placed.png
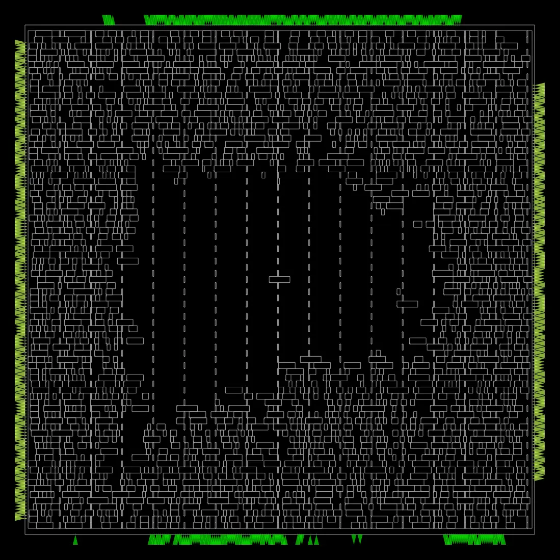
sizing.png
(1.5 px per um)
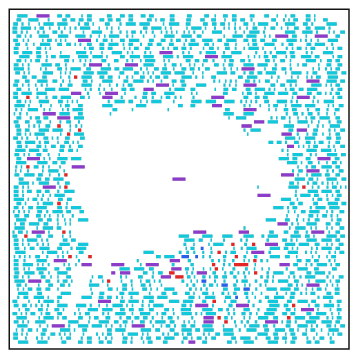
util_map.png
(1.5 px per um) The die is cut into 23 by 23 equal tiles; dark blue is low, red is high, 0 to 100% covered.
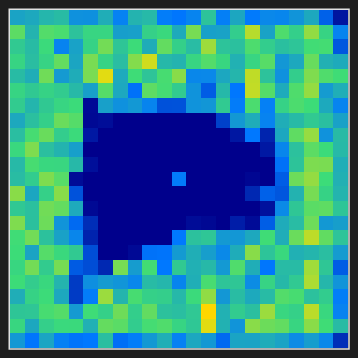
port_trees.png
(1.5 px per um)
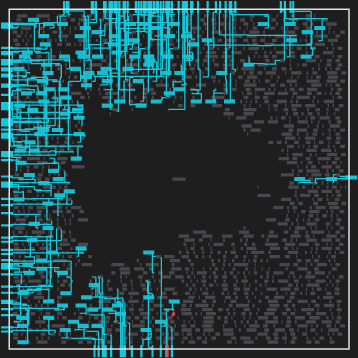
<file path="config.mk">
export PLATFORM = sky130hd
export DESIGN_NAME = attn_inst_sequencer
export DESIGN_NICKNAME = d
export VERILOG_FILES = /design/src/rtl/attn_inst_sequencer.sv
export SDC_FILE = /design/constraint.sdc
export NUM_CORES = 1
export LEC_CHECK = 0
export CELL_PAD_IN_SITES_DETAIL_PLACEMENT = 2
export CELL_PAD_IN_SITES_GLOBAL_PLACEMENT = 2
export CORE_UTILIZATION = 21
export CTS_CLUSTER_SIZE = 8
export DETAILED_ROUTE_END_ITERATION = 10
export PLACE_DENSITY = 0.79
export SLEW_MARGIN = 20
export SYNTH_ARGS = -nofsm -noshare
export SYNTH_HDL_FRONTEND = slang
export SYNTH_SLANG_ARGS = --single-unit
export TNS_END_PERCENT = 20
</file>
<file path="constraint.sdc">
create_clock -name clk -period 2.7 [get_ports clk]
set_input_delay 0.675 -clock clk [delete_from_list [all_inputs] [get_ports clk]]
set_output_delay 0.675 -clock clk [all_outputs]
set_load 0.01 [all_outputs]
</file>
<file path="src/rtl/attn_inst_sequencer.sv">
// Autonomous attention-flow sequencer. It accepts Q/K vectors from the host over valid/ready
// and then replays the full fullchip instruction stream. All outputs are registered.
module attn_inst_sequencer #(
  parameter int unsigned bw          = 8,
  parameter int unsigned pr          = 16,
  parameter int unsigned col         = 8,
  parameter int unsigned total_cycle = 16,
  parameter int unsigned WAIT_CYC    = 10
) (
  input  logic              clk,
  input  logic              reset,
  input  logic              start,
  output logic              busy,
  output logic              done,
  output logic [3:0]        phase,
  input  logic              in_valid,
  output logic              in_ready,
  input  logic [pr*bw-1:0]  in_data_core0,
  input  logic [pr*bw-1:0]  in_data_core1,
  output logic [pr*bw-1:0]  mem_in_core0,
  output logic [pr*bw-1:0]  mem_in_core1,
  output logic [19:0]       inst
);

  typedef enum logic [3:0] {
    StIdle, StQwr, StKwr, StPause, StLoad, StExec, StDrain, StFetch, StSum, StNorm, StWb, StDone
  } state_e;

  // Phase counter also walks through each phase's trailing GAP/WAIT cycles.
  localparam int unsigned QW = 6;
  localparam logic [QW-1:0] QTot  = QW'(total_cycle);
  localparam logic [QW-1:0] QCol  = QW'(col);
  localparam logic [QW-1:0] QWait = QW'(WAIT_CYC);
  localparam logic [QW-1:0] QOne  = QW'(1);
  localparam logic [QW-1:0] QTwo  = QW'(2);

  // inst bit positions
  localparam int unsigned BExtRd = 19, BDiv = 18, BAcc = 17, BOfifoRd = 16;
  localparam int unsigned BExec = 7, BLoad = 6, BQRd = 5, BQWr = 4, BKRd = 3, BKWr = 2;
  localparam int unsigned BPRd = 1, BPWr = 0;

  state_e          state_q, state_d;
  logic [QW-1:0]   q_q, q_d, q_m1;
  logic [19:0]     inst_d;
  logic            in_ready_d;
  logic            hs;
  logic            wr_vec;

  // Next-state, phase counter and next instruction word.
  always_comb begin
    state_d = state_q;
    q_d     = q_q + QOne;
    q_m1    = q_q - QOne;
    inst_d  = '0;
    hs      = in_valid & in_ready;
    unique case (state_q)
      StIdle: begin
        q_d = '0;
        if (start) state_d = StQwr;
      end
      StQwr: begin
        if (q_q < QTot) begin
          q_d = q_q;
          if (hs) begin
            q_d            = q_q + QOne;
            inst_d[BQWr]   = 1'b1;
            inst_d[15:12]  = q_q[3:0];
          end
        end else begin
          state_d = StKwr;
          q_d     = '0;
        end
      end
      StKwr: begin
        if (q_q < QCol) begin
          q_d = q_q;
          if (hs) begin
            q_d            = q_q + QOne;
            inst_d[BKWr]   = 1'b1;
            inst_d[15:12]  = q_q[3:0];
          end
        end else begin
          state_d = StPause;
          q_d     = '0;
        end
      end
      StPause: begin
        if (q_q == QOne) begin
          state_d = StLoad;
          q_d     = '0;
        end
      end
      StLoad: begin
        if (q_q <= QCol) begin
          inst_d[BLoad] = 1'b1;
          inst_d[BKRd]  = (q_q >= QOne);
          if (q_q >= QTwo) inst_d[15:12] = q_m1[3:0];
        end else if (q_q == QCol + QOne) begin
          inst_d[BLoad] = 1'b1;
        end else if (q_q == QCol + QTwo + QWait) begin
          state_d = StExec;
          q_d     = '0;
        end
      end
      StExec: begin
        if (q_q < QTot) begin
          inst_d[BExec] = 1'b1;
          inst_d[BQRd]  = 1'b1;
          inst_d[15:12] = q_q[3:0];
        end else if (q_q == QTot + QWait) begin
          state_d = StDrain;
          q_d     = '0;
        end
      end
      StDrain, StWb: begin
        if (q_q < QTot) begin
          inst_d[BOfifoRd] = 1'b1;
          inst_d[BPWr]     = 1'b1;
          inst_d[11:8]     = q_q[3:0];
        end else begin
          state_d = (state_q == StDrain) ? StFetch : StDone;
          q_d     = '0;
        end
      end
      StFetch: begin
        if (q_q < QTot) begin
          inst_d[BPRd]  = 1'b1;
          inst_d[11:8]  = q_q[3:0];
          inst_d[BAcc]  = (q_q != '0);
        end else if (q_q == QTot) begin
          inst_d[BAcc] = 1'b1;
        end else begin
          state_d = StSum;
          q_d     = '0;
        end
      end
      StSum, StNorm: begin
        if (q_q < QTot) begin
          inst_d[BExtRd] = (state_q == StSum);
          inst_d[BDiv]   = (state_q == StNorm);
        end else begin
          state_d = (state_q == StSum) ? StNorm : StWb;
          q_d     = '0;
        end
      end
      StDone: begin
        state_d = StIdle;
        q_d     = '0;
      end
      default: begin
        state_d = StIdle;
        q_d     = '0;
      end
    endcase
    in_ready_d = ((state_d == StQwr) && (q_d < QTot)) || ((state_d == StKwr) && (q_d < QCol));
    wr_vec     = inst_d[BQWr] | inst_d[BKWr];
  end

  // State, counter and registered outputs.
  always_ff @(posedge clk) begin
    if (reset) begin
      state_q      <= StIdle;
      q_q          <= '0;
      inst         <= '0;
      in_ready     <= 1'b0;
      busy         <= 1'b0;
      done         <= 1'b0;
      phase        <= '0;
      mem_in_core0 <= '0;
      mem_in_core1 <= '0;
    end else begin
      state_q  <= state_d;
      q_q      <= q_d;
      inst     <= inst_d;
      in_ready <= in_ready_d;
      busy     <= (state_q != StIdle);
      done     <= (state_q == StDone);
      phase    <= state_q;
      if (wr_vec) begin
        mem_in_core0 <= in_data_core0;
        mem_in_core1 <= in_data_core1;
      end
    end
  end

endmodule

</file>
==> results_dict.tcl <==
# metrics dict for downstream scripts
set metrics [dict create \
    ys_area_sq_um 10500 \
    crit_chain "and4bb_1 -> a21oi_1 -> o21a_1 -> nor3_2 -> nand2_1 -> a2111oi_2" \
    regToRegSetupSlack_ns 0.40 \
    switching_share_pct 22.95 \
    crit_fanout 16 \
    p_int_uw 7761 \
    path_class "register to register" \
    ys_cells 1321 \
    path_depth 6 \
    setup_viol 0 \
    grtUsageMet1_pct 18.78 \
    antenna_found_initial 3 \
    hold_viol_final 0 \
    pg_seq_uw 4430 \
    synth_area_sq_um 10500 \
    worstHoldPathCells 2 \
    wl_met2_um 24320 \
    place.gp.congestion 0.8005 \
    endpoint_kind "register" \
    max_freq_mhz 434.6 \
    drc 0 \
    flop_cell "dfxtp_1" \
    whs_endpoint "mem_in_core1[99]$_SDFFE_PP0P_" \
    setup.worst_path.start_class "register" \
    power.switching_uw 2312 \
    dp_hpwl_um 34980 \
    drt_wl_total_um 47730 \
    crit_buf_inv 0 \
    num_rows 81 \
    pwr-share-seq_pct 43.9 \
    grt.met2_usage_pct 33.13 \
    layout.cells.most_common "clkdlybuf4s50_1" \
    cp-startpoint "q_q[3]$_SDFF_PP0_" \
    grt_overflow 0 \
    holdCritPathClass "register to register" \
    clock_latency_ns 0.55 \
    cts_resized 0 \
    outcome "finished clean" \
    grt_usage_pct 18.25 \
    met1Wirelength_um 17610 \
    edf_count 0 \
    top_usage_layer "met2" \
    cts_buffers 42 \
    maxCapViolCount 0 \
    chipWidth_um 225.6 \
    ant_nets 0 \
    avgSynthCellArea_sq_um 7.946 \
    synth_cell_type_count 51 \
    pwr-share-comb_pct 9.3 \
    ctsHtreeMaxLevel 2 \
    rr_worst_depth 6 \
    fin_tns_setup_ns 0 \
    openroad.warnings 34 \
    slew_headroom_pct 52.54 \
    root_buffer "clkbuf_16" \
    worstMarginPinSlew_ns 0.7119 \
    placed_area_sq_um 16890 \
    slew_viol_final 0 \
    cts_max_path_buffers 3 \
    powerDensity_nw_per_um2 559.4 \
    cts_tree "done" \
    via_per_inst 4.443 \
    syn_inst 1321 \
    drive_gt1_share_pct 5.547 \
    clock-sinks 291 \
    dieHeight_um 225.6 \
    yosysSeqAreaShare_pct 55.50 \
    path_delay_family "simple AND/OR/NAND/NOR gates" \
    period_needed_ns 2.301 \
    vias 11210 \
    clk_pin_slew_ns 0.05 \
    drtPass1Iterations 4 \
    post_cts_buffers 0 \
    synthArstFlopShare_pct 0 \
    post-route-period-util_pct 85.23 \
    ys_ff 291 \
    synth_warnings 0 \
    power.group.top "clock" \
    r2r_start "q_q[3]$_SDFF_PP0_" \
    fin_skew_ns 0.01341 \
    pg_clk_uw 4710 \
    min_from "mem_in_core1[99]$_SDFFE_PP0P_" \
    final_cell_mix "clkdlybuf4s50_1, nand2_1, dfxtp_1" \
    grt_max_degree 130 \
    synth_nets 1587 \
]
Back to the opening pictures, placed.png:
flop share of the area: 32.35%
final core utilization: 36.63%
final non-filler cell total: 2,524

Back to the opening pictures, sizing.png:
blue -> x2  # cells 7, most used or2_2
cyan -> x1 and smaller  # cells 1,754, most used clkdlybuf4s50_1
purple -> x6 and larger  # cells 65, most used clkbuf_16
red -> x3 and x4  # cells 31, most used buf_4
Finished Cell Area: 18,010 sq um
setup slack after layout: 0.3988 ns
P&R area growth vs syn: 71.55%

Back to the opening pictures, util_map.png:
tiles over 75% full = 0.20%
nearly empty tiles = 17%
emptiest ninth of the die = middle
fullest tile = 76%
mean over tiles = 34%
Core Area: 49,150 sq um
FP Core Util: 21.35%

Back to the opening pictures, port_trees.png:
cyan -> mem_in_core0  # bits 128, direction output, edge 57 left, 53 top, 16 bottom, 2 right, end cells 128, buffers 128, wire 6,270 um
red -> in_valid  # bits 1, direction input, edge bottom, end cells 1, buffers 1, wire 22.4 um
IO Port Bufs: 542
# IOs: 543

-- cell type report --
cell class / instances / area (sq um)
diodes: 3 / 7.507
well taps: 664 / 830.8
clock inverters: 1 / 8.758
clock buffers: 47 / 1101
multi-input cells: 923 / 4190
fillers: 5537 / 31150
inverters: 6 / 22.52
flip-flops and latches: 291 / 5826
repair buffers: 589 / 6020
-- synth_stat cells (all sizes together) (2+ instances only) --
cell	count	share of area, %
a2111oi	4	0.57
o21a	2	0.14
a31oi	4	0.24
buf	56	2.9
a22oi	2	0.14
xor2	2	0.17
nand3	8	0.38
a21oi	270	13
nor2	25	0.89
nor3b	2	0.14
nor2b	7	0.42
and2	4	0.24
o21ai	8	0.38
clkbuf	45	1.6
nor3	14	0.76
or2	3	0.18
a211oi	2	0.14
ha	6	0.72
nor4	4	0.30
xnor2	2	0.17
and3	3	0.18
dfxtp	291	56
inv	6	0.21
or3	3	0.18
nand2b	5	0.30
nand2	527	19
-- sequential cells by signal, indices dropped and copies added (netlist names), 4 cells and up --
register      count
inst             18
phase             4
q_q               6
mem_in_core1    128
state_q           4
mem_in_core0    128
-- cells by family (layout without fill, tap and decap cells) --
group	count (synthesis)	in the layout	synth area share (%)
xor gates and xnor gates	4	4	0.3338
other	0	3	0
muxes	1	1	0.09537
buffers and inverters	107	643	4.685
adders and majority gates	6	6	0.7152
DFF	291	291	55.50
and+or+nand+nor	610	610	23.30
AOI/OAI and AO/OA	302	302	15.37
-- stage by stage --
step	setup slack, ns	total power [uW]	std cells	hold slack (ns)
6_report	0.3988	10070	2524	0.4490
5_1_grt	0.1946	10480	2524	0.4664
4_1_cts	0.3688	10290	2521	0.4536
3_5_place_dp	0.06052	5455	2473	0.4468
3_3_place_gp	0.1463	5430	2473	0.4363
2_1_floorplan	0.6556	4771	1321	0.4761
Power is estimated from default activity; no workload was simulated.
